### Clock routing, run 1

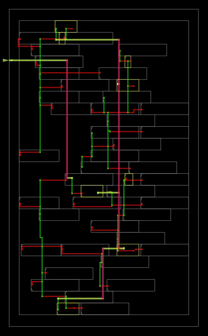
### Gate families picked out, run 1

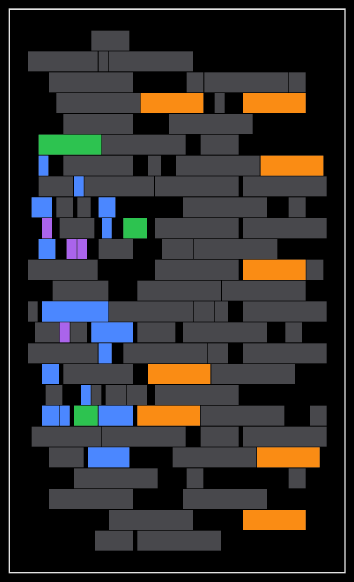
### Where the registers sit, run 1

Other sequential cells in the stronger grey, the rest of the logic in the fainter grey.
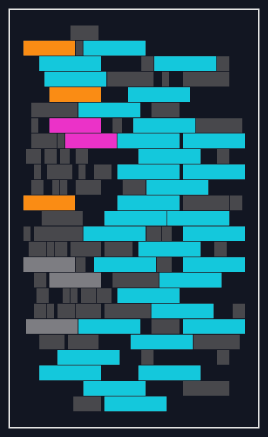
===== src/rtl/ir_queue_if.sv =====
// ir_queue_if: bus-side handshake between the fetch unit and the instruction queue
interface ir_queue_if #(
  parameter int WIDTH = 8,
  parameter int DEPTH = 4,
  parameter int CW = $clog2(DEPTH) + 1
);
  logic flush, data_on_ir, ir_rd, ir_valid, ir_full, ir_ovf;
  logic [WIDTH-1:0] data_2_ir, ir_2_bus;
  logic [CW-1:0] ir_count;
  modport master(output flush, data_on_ir, data_2_ir, ir_rd, input ir_2_bus, ir_valid, ir_full, ir_count, ir_ovf);
  modport slave(input flush, data_on_ir, data_2_ir, ir_rd, output ir_2_bus, ir_valid, ir_full, ir_count, ir_ovf);
endinterface


===== src/rtl/ir_queue.sv =====
// ir_queue: instruction prefetch queue, circular buffer with sticky overflow flag
module ir_queue #(
  parameter int WIDTH = 8,
  parameter int DEPTH = 4,
  parameter int CW = $clog2(DEPTH) + 1
) (
  input logic clk,
  input logic rst_n,
  ir_queue_if.slave q
);
  localparam int AW = $clog2(DEPTH);
  logic [WIDTH-1:0] mem_q [DEPTH];
  logic [AW-1:0] wp_q, wp_d, rp_q, rp_d;
  logic [CW-1:0] cnt_q, cnt_d;
  logic ovf_q, ovf_d, full, valid, wr, rd;
  always_comb begin
    full = cnt_q == CW'(DEPTH);
    valid = cnt_q != '0;
    wr = q.data_on_ir && (!full || q.ir_rd) && !q.flush;
    rd = q.ir_rd && valid && !q.flush;
    wp_d = q.flush ? '0 : wp_q + AW'(wr);
    rp_d = q.flush ? '0 : rp_q + AW'(rd);
    cnt_d = q.flush ? '0 : cnt_q + CW'(wr) - CW'(rd);
    ovf_d = !q.flush && (ovf_q || (q.data_on_ir && full && !q.ir_rd));
  end
  always_ff @(posedge clk or negedge rst_n)
    if (!rst_n) begin
      wp_q <= '0;
      rp_q <= '0;
      cnt_q <= '0;
      ovf_q <= 1'b0;
    end else begin
      wp_q <= wp_d;
      rp_q <= rp_d;
      cnt_q <= cnt_d;
      ovf_q <= ovf_d;
    end
  // storage is never cleared; the empty mask on ir_2_bus hides stale words
  always_ff @(posedge clk)
    if (wr) mem_q[wp_q] <= q.data_2_ir;
  assign q.ir_2_bus = valid ? mem_q[rp_q] : '0;
  assign q.ir_valid = valid;
  assign q.ir_full = full;
  assign q.ir_count = cnt_q;
  assign q.ir_ovf = ovf_q;
endmodule

===== src/flat_wrapper.sv =====
// flat-port wrapper written by rule: the top's interface ports become plain ports
module ir_queue_flat 
#(
  parameter int WIDTH = 8,
  parameter int DEPTH = 4,
  parameter int CW = $clog2(DEPTH) + 1
)
  (clk, rst_n, q_flush, q_data_on_ir, q_data_2_ir, q_ir_rd, q_ir_2_bus, q_ir_valid, q_ir_full, q_ir_count, q_ir_ovf);
  ir_queue_if #(.WIDTH(WIDTH), .DEPTH(DEPTH), .CW(CW)) q_i ();
  input logic clk;
  input logic rst_n;
  input wire logic [$bits(q_i.flush)-1:0] q_flush;
  input wire logic [$bits(q_i.data_on_ir)-1:0] q_data_on_ir;
  input wire logic [$bits(q_i.data_2_ir)-1:0] q_data_2_ir;
  input wire logic [$bits(q_i.ir_rd)-1:0] q_ir_rd;
  output wire logic [$bits(q_i.ir_2_bus)-1:0] q_ir_2_bus;
  output wire logic [$bits(q_i.ir_valid)-1:0] q_ir_valid;
  output wire logic [$bits(q_i.ir_full)-1:0] q_ir_full;
  output wire logic [$bits(q_i.ir_count)-1:0] q_ir_count;
  output wire logic [$bits(q_i.ir_ovf)-1:0] q_ir_ovf;
  assign q_i.flush = q_flush;
  assign q_i.data_on_ir = q_data_on_ir;
  assign q_i.data_2_ir = q_data_2_ir;
  assign q_i.ir_rd = q_ir_rd;
  assign q_ir_2_bus = q_i.ir_2_bus;
  assign q_ir_valid = q_i.ir_valid;
  assign q_ir_full = q_i.ir_full;
  assign q_ir_count = q_i.ir_count;
  assign q_ir_ovf = q_i.ir_ovf;
  ir_queue #(.WIDTH(WIDTH), .DEPTH(DEPTH), .CW(CW)) u_core (.clk(clk), .rst_n(rst_n), .q(q_i));
endmodule

===== config.mk =====
export PLATFORM = sky130hd
export DESIGN_NAME = ir_queue_flat
export DESIGN_NICKNAME = d
export VERILOG_FILES = /design/src/rtl/ir_queue_if.sv /design/src/rtl/ir_queue.sv /design/src/flat_wrapper.sv
export SDC_FILE = /design/constraint.sdc
export NUM_CORES = 1
export LEC_CHECK = 0
export ABC_CLOCK_PERIOD_IN_PS = 3200
export CAP_MARGIN = 20
export CORE_ASPECT_RATIO = 1.75
export CORE_MARGIN = 2
export CORE_UTILIZATION = 61
export CTS_CLUSTER_DIAMETER = 120
export DETAILED_ROUTE_END_ITERATION = 8
export DONT_BUFFER_PORTS = 1
export GPL_TIMING_DRIVEN = 0
export PLACE_DENSITY = 0.77
export SYNTH_ARGS = -nofsm -noshare
export SYNTH_HDL_FRONTEND = slang
export SYNTH_SLANG_ARGS = --single-unit

===== constraint.sdc =====
create_clock -name clk -period 3.2 [get_ports clk]
set_input_delay 0.64 -clock clk [delete_from_list [all_inputs] [get_ports clk]]
set_output_delay 0.64 -clock clk [all_outputs]
set_load 0.02 [all_outputs]

==> ci_impl_report.md, run 1 <==
## Synthesis and layout report

| Metric | Value |
|---|---|
| Status | `completed` |
| Post-Syn Nets | `110` |
| Yosys warning total | `0` |
| RR Endpoint | `u_core.q.ir_count[2]` |
| WHS | `0.0339 ns` |
| P_sw | `0.377 mW` |
| Number of OpenROAD warnings | `26` |
| Die Y | `73.4 um` |
| I/O Buffers | `0` |
| Finished Core Util | `0.692` |
| Clock network power share | `0.254` |
| Yosys stat cell total | `92` |
| Final-stage net count | `121` |
| Critical-path cell list | `or3_1, buf_2, and3_1, ha_1, inv_1, ha_1, inv_1, fa_1, xnor3_1, nor2_1` |
| Core Area | `2660 um^2` |
| GR Overflow Total | `0` |
| Seq pwr | `0.642 mW` |
| Clk slew on worst S/H paths | `0.07 ns` |
| Routed vias | `798` |
| Setup tns final | `0 ns` |
| Routing usage on met3 | `0.0688` |
| Worst r2r path cells | `10` |
| Fin cells | `131` |
| Combinational power | `0.284 mW` |
| Non-Filler Cell Area, Final | `1840 um^2` |
| Total Power | `1.24 mW` |
| Sequential cell area share | `0.631` |
| Max frequency | `380 MHz` |
| Buffers, non-clock | `8` |
| Mux share | `0.107` |
| P&R area growth vs syn | `9.78%` |
| Root Driver | `clkbuf_8` |
| TAP cells | `27` |
| Clock buffer depth | `2` |
| CTS H-tree depth | `2` |
| Cell family with most CP delay | `adder cells` |
| Flip-flops with a built-in enable | `32` |
| CP Data Arrival Time | `2.80 ns` |
| Final period util | `0.822` |
| Max FFs per register | `32` |
| Post-CTS Setup Inserts | `0` |
| Met1 global-route usage | `0.193` |
| Max-cap violations | `0` |
| Critical Setup Path Class | `flip-flop to flip-flop` |
| Worst EP required | `3.36 ns` |
| Top sig layer | `met4` |
| Io pins | `27` |
| Share of the yosys chip area belonging to registers | `0.693` |
| Chip width | `43.6 um` |
| Final setup fails | `0` |
| Skew final | `0.00674 ns` |
| Die area | `3200 um^2` |
| Wire length on met3 | `180 um` |
| Lkg Pwr | `0.665 nW` |
| Worst setup startpoint | `u_core.q.ir_count[1]` |
| Crit path capture | `u_core.q.ir_count[2]` |
| M1 WL | `914 um` |
| Comb_multi_in | `44` |
| Reg2reg start | `u_core.q.ir_count[1]` |
| Initial antenna violation count | `0` |
| Drt wl/cell | `20.4 um` |
| Area of placed instances | `1760 um^2` |
| Critical path peak fanout | `10` |
| CP Capture Type | `flip-flop` |
| Top Layout Cells | `edfxtp_1, mux4_2, and2_1, dfrtp_1` |
| Pint | `0.865 mW` |
| Worst R2R Setup Slack | `0.57 ns` |
| Yosys Chip Area | `1680 um^2` |
## Picture notes: 'Clock routing'
flop count: 40
CTS Sinks: 40
Insertion Delay late pin: 0.29 ns
Clk power: 0.315 mW
clock buffer count: 7

## Picture notes: 'Gate families picked out'
- green: XOR/XNOR gates (cells 3; most used xnor2_1)
- blue: NOR gates (cells 15; most used nor2_1)
- purple: inverters (cells 4; most used inv_1; where left middle)
- orange: multiplexers (cells 8; most used mux4_2)

## Picture notes: 'Where the registers sit'
- cyan: u_core.mem_q (flops 32)
- orange: u_core.q.ir_count (flops 3)
- magenta: u_core.rp_q (flops 2)
- not coloured: 3

### Placement by cell class, run 1

The bar under the picture is 10 um long. Fill, decap, tap and diode cells in grey.
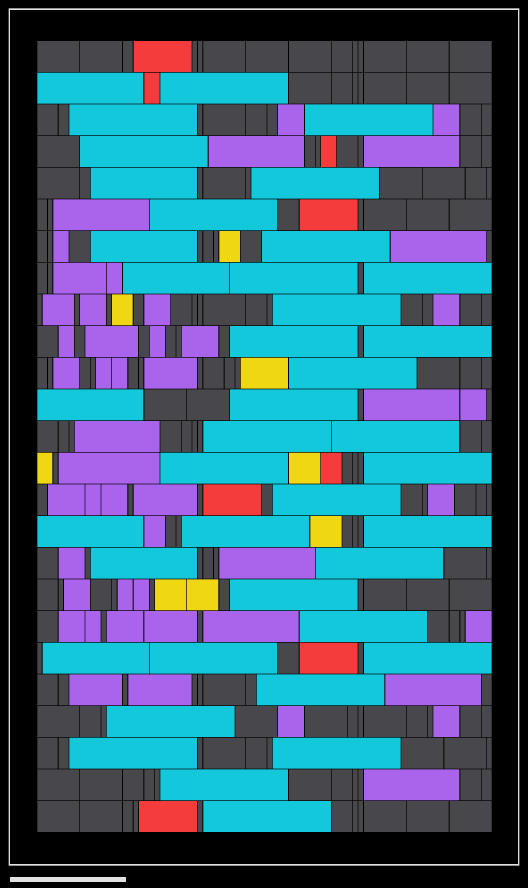

==> run 1 -> run 2 <==
Settings changed: ABC_CLOCK_PERIOD_IN_PS 3200 to 2200, CORE_UTILIZATION 61 to 55, PLACE_DENSITY 0.77 to 0.73.
Clock period 3.2 ns to 2.2 ns, I/O delays scaled along.
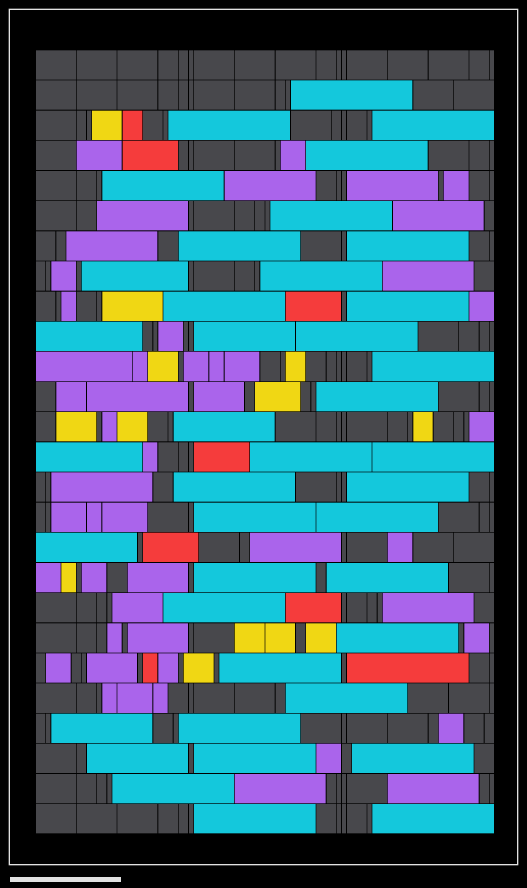
*Placement by cell class, run 2*
The bar under the picture is 10 um long. Fill, decap, tap and diode cells in grey.
- purple: combinational and other logic (cells 48; share of their area 29%)
- yellow: other buffers and delay cells (cells 13; share of their area 5.3%)
- cyan: flops (cells 40; share of their area 61%)
- red: clock drivers and dummy loads (cells 8; share of their area 5.6%)
Core Area: 2930 um^2
sequential cell area share: 0.595
Non-Filler Cell Area, Final: 1960 um^2
row count: 26
Finished Core Util: 0.669

==> ci_impl_report.md, run 2 <==
## Synthesis and layout report

| Metric | Value |
|---|---|
| Final-stage net count | `126 (+4.1%)` |
| Synth Register Bits | `40` |
| Reg2reg start | `u_core.q.ir_count[0]` |
| Routed vias | `822 (+3.0%)` |
| Area of placed instances | `1800 um^2 (+2.5%)` |
| Post-CTS Setup Inserts | `2 (+2)` |
| Pint | `1.47 mW (+70%)` |
| Global-route wire length before repair | `4240 um` |
| Status | `finished with violations` |
| Layout cell share with drive strength beyond 1 | `0.376` |
| WHS | `0.244 ns (+0.210 ns)` |
| Largest class | `flip-flops and latches` |
| Max FFs per register | `32 (unchanged)` |
| Yosys warning total | `0 (unchanged)` |
| RR Endpoint | `u_core.q.ir_count[1]` |
| CTS tree | `yes` |
| Worst EP required | `2.36 ns (-1.00 ns)` |
| Number of OpenROAD warnings | `29 (+12%)` |
| Worst r2r path cells | `9 (-1)` |
| Met2 wire length | `1530 um` |
| Top sig layer | `met4` |
| Mux share | `0.107 (unchanged)` |
| Core Density at Floorplan | `0.573` |
| Area fraction in xor and xnor cells | `0.0239` |
| Initial antenna violation count | `0 (unchanged)` |
| Drt wl/cell | `19.8 um (-2.9%)` |
| Yosys Chip Area | `1680 um^2 (unchanged)` |
| Combinational share of cell area | `0.273` |
| Maximum VDD drop | `0.000794 V` |
| P_sw | `0.598 mW (+59%)` |
| Skew final | `0.00475 ns (-0.00199 ns)` |
| Clock buffer count | `6 (-1)` |
| WP buf/inv | `3` |
| Largest net degree at the start of global routing | `13` |
| # diodes | `0` |
| Mapped Cells | `92` |
| Logic pwr share | `0.268` |
| Clock network area share | `0.0549` |
| Die area | `3520 um^2 (+10%)` |
| Switch share | `0.289` |
| Relative slew slack | `0.553` |
| Cell variety after synth | `24` |
| Lkg Pwr | `0.694 nW (+4.5%)` |
| Total CTS buffers | `5` |
| Final setup fails | `6 (+6)` |
| Comb area leader | `multiplexers` |
| Comb_multi_in | `44 (unchanged)` |
| CTS H-tree depth | `2 (unchanged)` |
| RePlAce Congestion | `0.638` |
| Place WS | `-0.164 ns` |
| Nonclk inv count | `4` |
| Root Driver | `clkbuf_8` |
| Vias per cell | `6.00` |
| Seq pwr | `0.939 mW (+46%)` |
| M1 WL | `938 um (+2.6%)` |
| Flop area | `1160 um^2` |
| Max frequency | `424 MHz (+12%)` |
| Clk power | `0.575 mW (+83%)` |
| Power Dens Cells | `1060 nW/um^2` |
| Setup tns final | `-0.530 ns (-0.530 ns)` |
| TAP cells | `28 (+3.7%)` |
| Flop count | `40 (unchanged)` |
| Top-area cell share | `0.573` |
| Flip-flops with a built-in enable | `32 (unchanged)` |
| Layer with the highest usage | `met2` |
| Cell family with most CP delay | `adder cells` |
| Insertion Delay late pin | `0.29 ns (about the same)` |
| Buffers, non-clock | `13 (+5)` |
| Clock buffer depth | `2 (unchanged)` |
| CTS Sinks | `40 (unchanged)` |
| GR Util All Layers | `0.179` |
| Hold WC Path Type | `input pin to flip-flop` |
| Total Power | `2.07 mW (+67%)` |
| Routing usage on met3 | `0.0635 (-0.00527)` |
| Slew Limit Fails | `0` |
| Critical path peak fanout | `6 (-4)` |
| Post-Syn Nets | `110 (unchanged)` |
| Hold Path Cell Cnt | `0` |
| Wire length on met3 | `168 um (-6.7%)` |
| GR Overflow Total | `0 (unchanged)` |
| Share of the yosys chip area belonging to registers | `0.693 (unchanged)` |
| Number of hold buffers added after CTS | `1` |
| Top area cell types | `edfxtp_1, dfrtp_1, mux4_2` |
| Chip width | `45.7 um (+4.8%)` |
| Final Hold Viols | `0` |
| Die Y | `77.0 um (+5.0%)` |
| Worst R2R Setup Slack | `-0.16 ns (-0.73 ns)` |
| Io pins | `27 (unchanged)` |
| CP Data Arrival Time | `2.52 ns (-0.28 ns)` |
| Critical Setup Path Class | `flip-flop to flip-flop` |
| Complex Gates by Area | `0.00522` |
| Post-Synthesis Cell Area | `1680 um^2` |
| Hold_sp | `q_data_2_ir[3]` |
| Met1 global-route usage | `0.189 (-0.00349)` |
| CP Capture Type | `flip-flop` |
| Crit-path slowest cell | `fa_2` |
| P&R area growth vs syn | `16.9%` |
| Post-layout worst setup margin | `-0.157 ns` |
| Asr flop ratio synth | `0.200` |
| Cell depth of the worst setup path | `9` |
| Top Layout Cells | `edfxtp_1, mux4_2, and2_1` |
| Failing checks | `negative setup slack` |
| Post-detail-place hpwl | `1830 um` |
| Yosys top cell by instances | `edfxtp_1` |
| Hold-critical path endpoint | `u_core.mem_q[0][3]` |
| Worst setup startpoint | `u_core.q.ir_count[0]` |
| RSZ-0062 raised after global routing | `true` |
| Final wirelength | `2710 um` |
| Biggest register | `u_core.mem_q` |
| I/O Buffers | `0 (unchanged)` |
| PostCTS Resize Cnt | `2` |
| Clock network power share | `0.278 (+0.024)` |
| Router iterations before antenna repair | `4` |
| Clk slew on worst S/H paths | `0.07 ns (about the same)` |
| Main flop type | `edfxtp_1` |
| Critical-path cell list | `or3_4, buf_8, and3_4, ha_4, inv_2, ha_4, inv_2, fa_2, nor2_2` |
| Crit path capture | `u_core.q.ir_count[1]` |
| Fa+ha+maj area frac | `0.0418` |
| Placed insts | `124` |
| Combinational power | `0.556 mW (+96%)` |
| Max-cap violations | `0 (unchanged)` |
| Fin cells | `137 (+4.6%)` |
| Yosys stat cell total | `92 (unchanged)` |
| Final period util | `1.07 (+0.249)` |
| CP Launch Type | `flip-flop` |
### Gate families picked out, run 2

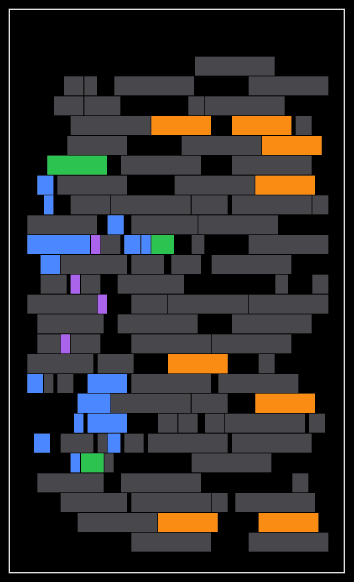

==> run 2 -> run 3 <==
Settings changed: GPL_TIMING_DRIVEN 0 to not set, SLEW_MARGIN set to 20.
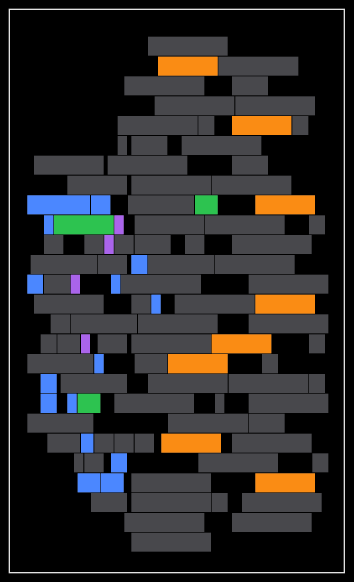
*Gate families picked out, run 3*
- blue: NOR gates (cells 15; most used nor2_1)
- green: XOR/XNOR gates (cells 3; most used xnor2_1)
- purple: inverters (cells 4; where left middle)
- orange: multiplexers (cells 8; most used mux4_2)

==> ci_impl_report.md, run 3 <==
## Synthesis and layout report

| Metric | Value |
|---|---|
| Largest class | `flip-flops and latches` |
| Cell depth of the worst setup path | `8 (-1)` |
| GR Overflow Total | `0 (unchanged)` |
| Logic pwr share | `0.280 (+0.012)` |
| Setup tns final | `0 ns (+0.530 ns)` |
| Area of placed instances | `1800 um^2 (-0.28%)` |
| Mux share | `0.107 (unchanged)` |
| Flip-flops with a built-in enable | `32 (unchanged)` |
| Worst R2R Setup Slack | `0.1 ns (+0.25 ns)` |
| Flop area | `1160 um^2 (unchanged)` |
| Comb_multi_in | `44 (unchanged)` |
| Die Y | `77.0 um (unchanged)` |
| Critical path peak fanout | `2 (-4)` |
| PostCTS Resize Cnt | `0 (-2)` |
| Finished Core Util | `0.650 (-0.0192)` |
| Post-CTS Setup Inserts | `0 (-2)` |
| Core Area | `2930 um^2 (unchanged)` |
| Worst r2r path cells | `8 (-1)` |
| Final-stage net count | `124 (-1.6%)` |
| Yosys stat cell total | `92 (unchanged)` |
| Relative slew slack | `0.718 (+0.164)` |
| Final Hold Viols | `0 (unchanged)` |
| Top area cell types | `edfxtp_1, dfrtp_1, mux4_2` |
| Layer with the highest usage | `met2` |
| Met1 global-route usage | `0.165 (-0.0244)` |
| CP Launch Type | `flip-flop` |
| Comb area leader | `multiplexers` |
| Vias per cell | `6.21 (+3.6%)` |
| Slew @ Worst Pin | `0.424 ns` |
| Max frequency | `476 MHz (+12%)` |
| Routing usage on met3 | `0.0706 (+0.00706)` |
| Post-detail-place hpwl | `2000 um (+9.5%)` |
| Mapped Cells | `92 (unchanged)` |
| Max-cap violations | `0 (unchanged)` |
| Flop count | `40 (unchanged)` |
| Clock buffer count | `8 (+2)` |
| Crit-path slowest cell | `fa_2` |
| P_sw | `0.565 mW (-5.5%)` |
| Share of the yosys chip area belonging to registers | `0.693 (unchanged)` |
| Cell family with most CP delay | `adder cells` |
| I/O Buffers | `0 (unchanged)` |
| Post-Synthesis Cell Area | `1680 um^2 (unchanged)` |
| Final period util | `0.956 (-0.116)` |
| Post-layout worst setup margin | `0.0979 ns (+0.255 ns)` |
| Critical-path cell list | `or3_4, and3_4, ha_4, inv_2, ha_4, inv_2, fa_2, nor2_1` |
| Met2 wire length | `1610 um (+4.6%)` |
| Max FFs per register | `32 (unchanged)` |
| Hold WC Path Type | `input pin to flip-flop` |
| Hold_sp | `q_flush` |
| Buffers, non-clock | `11 (-2)` |
| Core Density at Floorplan | `0.573 (unchanged)` |
| Nonclk inv count | `4 (unchanged)` |
| Crit path capture | `u_core.q.ir_count[1]` |
| Row count | `26 (unchanged)` |
| Initial antenna violation count | `0 (unchanged)` |
| Cell variety after synth | `24 (unchanged)` |
| Lkg Pwr | `0.674 nW (-2.9%)` |
| Top Layout Cells | `edfxtp_1, buf_4, mux4_2, and2_1, clkbuf_8` |
| RSZ-0062 raised after global routing | `false` |
| Number of hold buffers added after CTS | `1 (unchanged)` |
| P&R area growth vs syn | `13.5%` |
| Total CTS buffers | `5 (unchanged)` |
| Switch share | `0.295 (+0.00573)` |
| Router iterations before antenna repair | `4 (unchanged)` |
| Clock buffer depth | `2 (unchanged)` |
| Wire length on met3 | `188 um (+12%)` |
| WP buf/inv | `2 (-1)` |
| Skew final | `0.00408 ns (-0.000677 ns)` |
| Seq pwr | `0.893 mW (-4.9%)` |
| Hold-critical path endpoint | `u_core.q.ir_count[0]` |
| Area fraction in xor and xnor cells | `0.0239 (unchanged)` |
| Final wirelength | `2800 um (+3.2%)` |
| Status | `completed` |
| Asr flop ratio synth | `0.200 (unchanged)` |
| Yosys warning total | `0 (unchanged)` |
| Complex Gates by Area | `0.00522 (unchanged)` |
| Total Power | `1.92 mW (-7.3%)` |
| Io pins | `27 (unchanged)` |
| Number of OpenROAD warnings | `27 (-6.9%)` |
| Maximum VDD drop | `0.000769 V (-3.1%)` |
| Pint | `1.35 mW (-8.1%)` |
| Largest net degree at the start of global routing | `12 (-1)` |
| CP Data Arrival Time | `2.31 ns (-0.21 ns)` |
| Global-route wire length before repair | `4330 um (+2.3%)` |
| Root Driver | `clkbuf_8` |
| Slew Limit Fails | `0 (unchanged)` |
| Clock network power share | `0.254 (-0.024)` |
| Yosys top cell by instances | `edfxtp_1` |
| Layout cell share with drive strength beyond 1 | `0.327 (-0.0490)` |
| Power Dens Cells | `1010 nW/um^2 (-4.6%)` |
| Insertion Delay late pin | `0.29 ns (about the same)` |
| Fa+ha+maj area frac | `0.0418 (unchanged)` |
| GR Util All Layers | `0.182 (+0.00344)` |
| Worst setup startpoint | `u_core.q.ir_count[0]` |
| Combinational share of cell area | `0.270 (-0.00311)` |
| Hold Path Cell Cnt | `1 (+1)` |
| Fin cells | `135 (-1.5%)` |
| CTS Sinks | `40 (unchanged)` |
| WHS | `0.203 ns (-0.0418 ns)` |
| Routed vias | `839 (+2.1%)` |
| CP Capture Type | `flip-flop` |
| Chip width | `45.7 um (unchanged)` |
| Clk slew on worst S/H paths | `0.07 ns (about the same)` |
| TAP cells | `28 (unchanged)` |
| Combinational power | `0.538 mW (-3%)` |
| Place WS | `0.0972 ns (+0.261 ns)` |
| Critical Setup Path Class | `flip-flop to flip-flop` |
No activity file was given, so power comes from the tool's default toggle rates.
